--- src/rtl/prog_freq_div.sv ---
// Programmable square-wave divider.
// The output level lasts `act` clk cycles, timed by a down-counter that
// reloads at each boundary (en=1 and cnt==0). A new divisor loaded while
// running waits in a shadow register until the level in progress has
// finished, so a level is never cut short or stretched. With en low a new
// divisor takes effect immediately. A load of zero is rejected and flagged
// on err for one cycle.
module prog_freq_div #(
    parameter int W           = 9,
    parameter int DEFAULT_DIV = 32
) (
    input  logic         clk,
    input  logic         rst,
    input  logic         en,
    input  logic         load,
    input  logic [W-1:0] div_in,
    output logic         out,
    output logic         tick,
    output logic         pend,
    output logic         err
);

    localparam logic [W-1:0] DEF_DIV = W'(DEFAULT_DIV);
    localparam logic [W-1:0] ONE     = W'(1);

    logic [W-1:0] act_q, act_d;
    logic [W-1:0] shd_q, shd_d;
    logic [W-1:0] cnt_q, cnt_d;
    logic         out_q, out_d;
    logic         tick_q, tick_d;
    logic         pend_q, pend_d;
    logic         err_q, err_d;

    logic         load_ok;
    logic         load_bad;
    logic         boundary;

    // Classify this cycle's load request and detect a half-period boundary.
    always_comb begin
        load_ok  = load && (div_in != '0);
        load_bad = load && (div_in == '0);
        boundary = en && (cnt_q == '0);
    end

    // Next-state logic: counter, divisor selection, output toggle and flags.
    always_comb begin
        act_d  = act_q;
        shd_d  = shd_q;
        cnt_d  = cnt_q;
        out_d  = out_q;
        pend_d = pend_q;
        tick_d = 1'b0;
        err_d  = load_bad;

        if (!en) begin
            // Idle: a valid load replaces the divisor right away and
            // supersedes anything still waiting in the shadow register.
            if (load_ok) begin
                act_d  = div_in;
                cnt_d  = div_in - ONE;
                pend_d = 1'b0;
            end
        end else if (boundary) begin
            out_d  = ~out_q;
            tick_d = 1'b1;
            if (load_ok) begin
                // A load landing on the boundary wins over any older shadow value.
                act_d  = div_in;
                cnt_d  = div_in - ONE;
                pend_d = 1'b0;
            end else if (pend_q) begin
                act_d  = shd_q;
                cnt_d  = shd_q - ONE;
                pend_d = 1'b0;
            end else begin
                cnt_d  = act_q - ONE;
            end
        end else begin
            // Mid-level: keep counting; park a new divisor until the boundary.
            cnt_d = cnt_q - ONE;
            if (load_ok) begin
                shd_d  = div_in;
                pend_d = 1'b1;
            end
        end
    end

    // State registers with synchronous reset taking priority over everything.
    always_ff @(posedge clk) begin
        if (rst) begin
            act_q  <= DEF_DIV;
            shd_q  <= DEF_DIV;
            cnt_q  <= DEF_DIV - ONE;
            out_q  <= 1'b0;
            tick_q <= 1'b0;
            pend_q <= 1'b0;
            err_q  <= 1'b0;
        end else begin
            act_q  <= act_d;
            shd_q  <= shd_d;
            cnt_q  <= cnt_d;
            out_q  <= out_d;
            tick_q <= tick_d;
            pend_q <= pend_d;
            err_q  <= err_d;
        end
    end

    // Outputs come straight from flops.
    always_comb begin
        out  = out_q;
        tick = tick_q;
        pend = pend_q;
        err  = err_q;
    end

endmodule
--- config.mk ---
export PLATFORM = sky130hd
export DESIGN_NAME = prog_freq_div
export DESIGN_NICKNAME = d
export VERILOG_FILES = /design/src/rtl/prog_freq_div.sv
export SDC_FILE = /design/constraint.sdc
export NUM_CORES = 1
export LEC_CHECK = 0
export CORE_MARGIN = 5
export CORE_UTILIZATION = 40
export CTS_BUF_LIST = sky130_fd_sc_hd__clkbuf_4
export DETAILED_ROUTE_END_ITERATION = 10
export GPL_ROUTABILITY_DRIVEN = 0
export MAX_ROUTING_LAYER = met4
export SYNTH_ARGS = -nofsm -noshare
export SYNTH_HDL_FRONTEND = slang
export SYNTH_SLANG_ARGS = --single-unit
export TNS_END_PERCENT = 5
--- constraint.sdc ---
create_clock -name clk -period 2.8 [get_ports clk]
set_clock_uncertainty 0.1 [all_clocks]
set_input_delay 0.28 -clock clk [delete_from_list [all_inputs] [get_ports clk]]
set_output_delay 0.28 -clock clk [all_outputs]
set_load 0.01 [all_outputs]
### I/O pins on the die edge, run 1

Pins as bars across the die edge, other pins in gray.
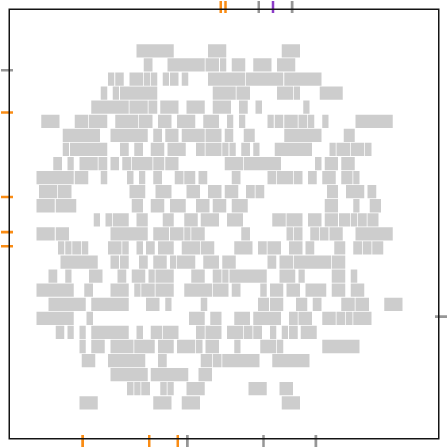
purple -> `pend`  # pins 1, direction output, edge top
orange -> `div_in`  # pins 9, direction input, edge 4 left, 3 bottom, 2 top
all pins by edge = 6 bottom, 5 left, 5 top, 1 right
die y size: 82.7 um
Die X-Extent: 82.7 um

### Signal wires by layer, run 1

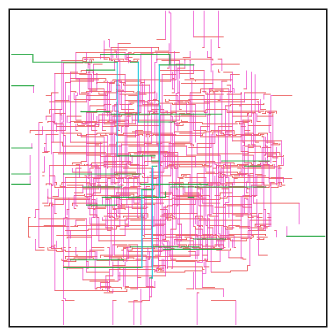
green -> metal 3  # wire length 353 um
red -> metal 1  # wire length 2930 um
cyan -> metal 4  # wire length 124 um
magenta -> metal 2  # wire length 2950 um
via count: 2133
drt wl/cell: 17.0 um
Total Wirelength: 6360 um

==> results_slide.txt, run 1 <==
Key Metrics from the Run

Layout
  – Inserted Diodes: 0
  – Most used logic cell in the final layout: dfxtp_1
  – Nets: 318
  – Top cells excl fill/tap: dfxtp_1 (31), nand2_1 (28), buf_4 (25), nor2_1 (24), nor3_1 (19)

Logic synthesis
  – Synth Seq Share: 0.293
  – Mapped cell area: 2110 um^2
  – Synth area leader: dfxtp_1
  – Post-synth ARST share: 0
  – Area fraction in mux cells: 0.0438
  – Ao+oa area frac: 0.262
  – Cells after Synth: 271
  – Yosys Instances: 271
  – Top-area cell share: 0.293
  – Yosys chip area: 2110 um^2
  – EDFF count, synth: 0
  – Synth logic family: simple AND/OR/NAND/NOR gates
  – Ys flop type: dfxtp_1
  – Mapped Nets: 287
  – Synth top cell by count: dfxtp_1
  – Top cells by count: dfxtp_1 (31), nand2_1 (28), nor2_1 (25)
  – Cell Type Count: 57
  – Synth warn: 0
  – Yosys xor share: 0.0497

Drt
  – First drt pass iteration count: 4
  – DR DRC count: 0
  – WL met3: 353 um
  – Routed Antenna Nets: 0
  – DRT iter0 DRCs: 105
  – Top Metal Used: met4

STA
  – Tmin final: 2.60 ns
  – Max_slew headroom: 0.623
  – Final Hold Viols: 0
  – Worst-margin pin slew: 0.561 ns
  – Unrepaired setup endpoints after global routing: no
  – Setup_tns: 0 ns
  – Final setup viols: 0
  – Max Slew Vio Count: 0

Worst setup path
  – CP peak stage delay: 0.63 ns
  – Startpoint type of the worst setup path: flip-flop
  – Worst path slowest cell: or4b_1
  – CP Capture Type: flip-flop
  – Critical path depth: 7
  – Crit-path cells: inv_1 -> ha_1 -> or4b_1 -> o21a_1 -> a21oi_2 -> nor2_1 -> a211oi_2
  – CP bufs+invs: 1
  – CP delay by family, top: AND-OR/OR-AND gates
  – Kind of critical path: flip-flop to flip-flop
  – Critical Path Fanout Max: 11
  – Worst Reg-to-Reg Cells: 7

Clocking
  – CTS root buf: clkbuf_4
  – CTS buffer count: 5
  – Clock Sinks: 31
  – H-tree Lvls: 2
  – Hold_buf cts: 0
  – Clock slew at the register clock pins of the worst setup and hold paths: 0.10 ns
  – Clk_lat worst skew: 0.35 ns
  – Post_cts resized: 0
  – CTS tree: done

Die
  – FP Util: 0.414
  – IO Count: 17

Global route
  – First-pass GRT wire length: 10600 um
  – Total Routing Usage GR: 0.213
  – Total grt overflow: 0
  – Met1 Use GR: 0.277
  – Largest net degree at the start of global routing: 17
  – Vias in the first global route: 2074
  – Met3 usage: 0.0445

Placement
  – # port buffers: 16

Power and ir drop
  – Power, Total: 1040 uW
  – Peak supply drop: 203 uV
  – Leak: 0.000948 uW

Worst hold path
  – Cells on Worst Hold Path: 2
  – Worst hold path type: flip-flop to flip-flop

Status
  – Status: finished clean

Run
  – Max Cap Viol: 0
### Placed cells, one color a class, run 1

Fill, decap, tap and diode cells in gray.
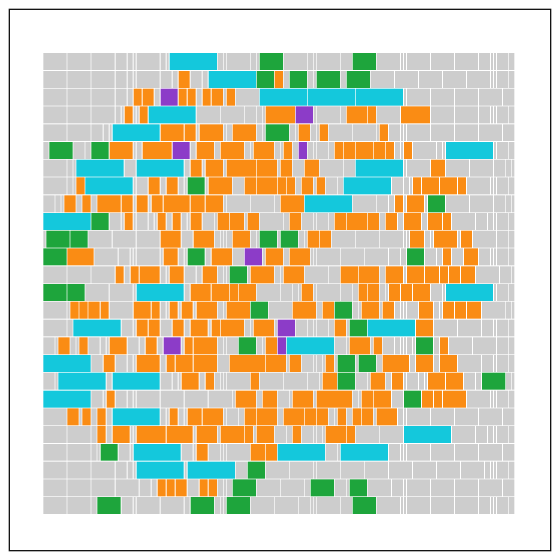
cyan -> sequential cells  # cells 31, share of their area 26%
green -> remaining buffers and delay cells  # cells 41, share of their area 14%
orange -> combinational and other logic  # cells 223, share of their area 58%
purple -> clock drivers and dummy loads  # cells 8, share of their area 2.2%
fin area: 2510 um^2
final core occ: 0.492
row cnt: 26

-- run 1: report_power, final --
| group | internal (uW) | switching, uW | total [uW] | leakage [uW] |
|---|---|---|---|---|
| registers | 469 | 33.4 | 502 | 0.000255 |
| logic | 122 | 148 | 271 | 0.000662 |
| clock network | 103 | 164 | 267 | 0.0000307 |
-- run 1: final timing paths --
check / from / endpoint / slack [ns]
min: shd_q[7] / shd_q[7] / 0.39
max: cnt_q[0] / act_q[0] / 0.20
min reg2reg: shd_q[7] / shd_q[7] / 0.39
max reg2reg: cnt_q[0] / act_q[0] / 0.20
-- run 1: state kept, by name, summed over array words and instances (netlist names) --
name   cells
out        1
tick       1
act_q      9
pend       1
err        1
cnt_q      9
shd_q      9
-- run 1: worst register-to-register path, stage by stage (launching register included) --
cell,delay [ns]
dfxtp_1,0.37
inv_1,0.08
ha_1,0.16
or4b_1,0.63
o21a_1,0.38
a21oi_2,0.47
nor2_1,0.11
a211oi_2,0.20
-- run 1: per-stage QoR --
| step | hold WS (ns) | setup slack, ns | std cells | instance area (um^2) |
|---|---|---|---|---|
| 5_1_grt | 0.399 | 0.0275 | 373 | 2510 |
| 6_report | 0.387 | 0.202 | 373 | 2510 |
| 2_1_floorplan | 0.304 | 0.530 | 271 | 2110 |
| 4_1_cts | 0.386 | 0.185 | 373 | 2510 |
| 3_3_place_gp | 0.362 | 0.223 | 365 | 2460 |
| 3_5_place_dp | 0.372 | 0.154 | 365 | 2460 |
-- run 1: area by class of cell --
cell class / count / area [um^2]
fillers: 538 / 2590
clock buffers: 6 / 45.0
multi-input cells: 213 / 1370
well taps: 70 / 87.6
flip-flops and latches: 31 / 621
repair buffers: 41 / 348
clock inverters: 2 / 7.51
inverters: 10 / 37.5
--- run 2 (diff from run 1) ---
- CTS_BUF_LIST: sky130_fd_sc_hd__clkbuf_4 -> sky130_fd_sc_hd__clkbuf_16
- SLEW_MARGIN: not set -> 20
- clock period: 2.8 -> 2.4 ns (I/O delays scaled with it)
### I/O pins on the die edge, run 2

Pins as bars across the die edge, other pins in gray.
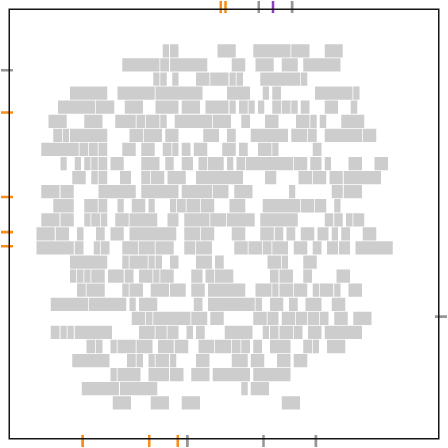
orange -> `div_in`  # pins 9, direction input, edge 4 left, 3 bottom, 2 top
purple -> `pend`  # pins 1, direction output, edge top
# port buffers: 16

### Cell placement, run 2

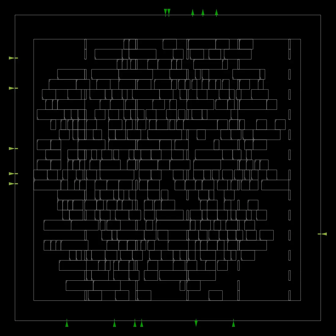
tapcell count: 70
core area: 5110 um^2

==> results_slide.txt, run 2 <==
Key Metrics from the Run

Power and ir drop
  – Combinational cell power: 358 uW
  – Psw: 445 uW
  – Clk pwr share: 0.390
  – Sw frac: 0.289
  – Leak: 0.00109 uW
  – P_int: 1090 uW
  – Clock network power: 601 uW
  – Pwr top: clock

Clocking
  – CTS root buf: clkbuf_16
  – Clock slew at the register clock pins of the worst setup and hold paths: 0.05 ns
  – Clock Sinks: 31
  – CTS tree: done
  – H-tree Lvls: 2
  – CTS buffer count: 5

Global route
  – First-pass GRT wire length: 10200 um
  – Total Routing Usage GR: 0.203
  – Largest net degree at the start of global routing: 12

Worst setup path
  – Critical Path Fanout Max: 7
  – Worst Reg-to-Reg Cells: 7
  – Setup crit start: cnt_q[0]
  – Crit path capture: cnt_q[8]
  – RR Startpoint: cnt_q[0]

Logic synthesis
  – Post-synth ARST share: 0
  – Cells after Synth: 271
  – Yosys chip area: 2110 um^2
  – Synth Seq Share: 0.293
  – Cell Type Count: 57
  – Yosys Instances: 271
  – Synth area leader: dfxtp_1
  – Mapped Nets: 287
  – Ys flop type: dfxtp_1
  – Mapped cell area: 2110 um^2

STA
  – Post-route worst setup slack: 0.119 ns
  – Final setup viols: 0
  – Max_slew headroom: 0.531
  – Max Slew Vio Count: 0
  – Tmin final: 2.28 ns
  – Setup_tns: 0 ns
  – Worst-margin pin slew: 0.701 ns

Drt
  – DRT iter0 DRCs: 130
  – First drt pass iteration count: 4
  – Total Wirelength: 6320 um
  – Routed Antenna Nets: 0

Worst hold path
  – Cells on Worst Hold Path: 2
  – Hold EP: shd_q[8]
  – Worst Min Path Start: shd_q[8]

Status
  – Status: finished clean

Die
  – Die y size: 82.7 um
  – IO Count: 17
  – Die X-Extent: 82.7 um
  – FP Util: 0.414
  – Row cnt: 26

Layout
  – Inserted Diodes: 0
  – Top cells excl fill/tap: buf_4 (41), dfxtp_1 (30), nand2_1 (28), nor2_1 (25), nor3_1 (18)
  – Final cell count without fillers: 391
  – Filler instances: 517
  – Top flop regs: act_q x9, cnt_q x9, shd_q x9

Run
  – Max Cap Viol: 0

Placement
  – Pre-CTS setup slack: -0.266 ns
  – Placement-stage cell area: 2620 um^2
  – Placed Cells: 383
==> run 2: cell counts after synthesis <==
No cell type changed its count.
==> run 2: routing by layer <==
metal	global-route usage	vias to the layer above	wire length [um]
met2	0.318	49	2950
met4	0.0850	0	155
met5	-	-	0
li1	-	1113	-
met3	0.0390	18	292
met1	0.257	1055	2920
==> run 2: cell type report <==
class                           instances  area (um^2)  share of cell area
Clock buffer                            5          125              0.0450
Clock inverter                          3         12.5             0.00450
Inverter                               10         37.5              0.0135
Multi-Input combinational cell        213         1390               0.499
Sequential cell                        31          622               0.224
Tap cell                               70         87.6              0.0315
Timing Repair Buffer                   59          508               0.183
==> run 2: kinds of logic (layout without fill, tap and decap cells) <==
| kind of cell | count (synthesis) | after routing | share of synthesized area |
|---|---|---|---|
| DFF | 31 | 31 | 0.293 |
| buffers and inverters | 27 | 77 | 0.0615 |
| and+or+nand+nor | 112 | 112 | 0.272 |
| xor gates and xnor gates | 12 | 12 | 0.0497 |
| AOI/OAI and AO/OA | 77 | 77 | 0.262 |
| muxes | 9 | 9 | 0.0438 |
| adders and majority gates | 3 | 3 | 0.0178 |
==> run 2: critical path, cell delays in order (launching register included) <==
cell      delay (ns)
dfxtp_1         0.31
inv_1           0.05
ha_1            0.16
or4b_1          0.60
or4_4           0.48
a32oi_1         0.21
o22a_1          0.17
a311oi_1        0.08
==> run 2: what timing repair did <==
item,4_1_cts,5_1_grt
resized,2,4
setup endpoints to repair,3,3
setup buffers,0,0
==> run 2: through the flow <==
step                       util  hold slack (ns)  total power, uW
after floorplan               -            0.264              793
after global placement    0.512            0.360              937
after detailed placement  0.512            0.367              937
after CTS                 0.541            0.374             1540
after global routing      0.544            0.395             1610
final                     0.544            0.375             1540
Power is estimated from default activity; no workload was simulated.
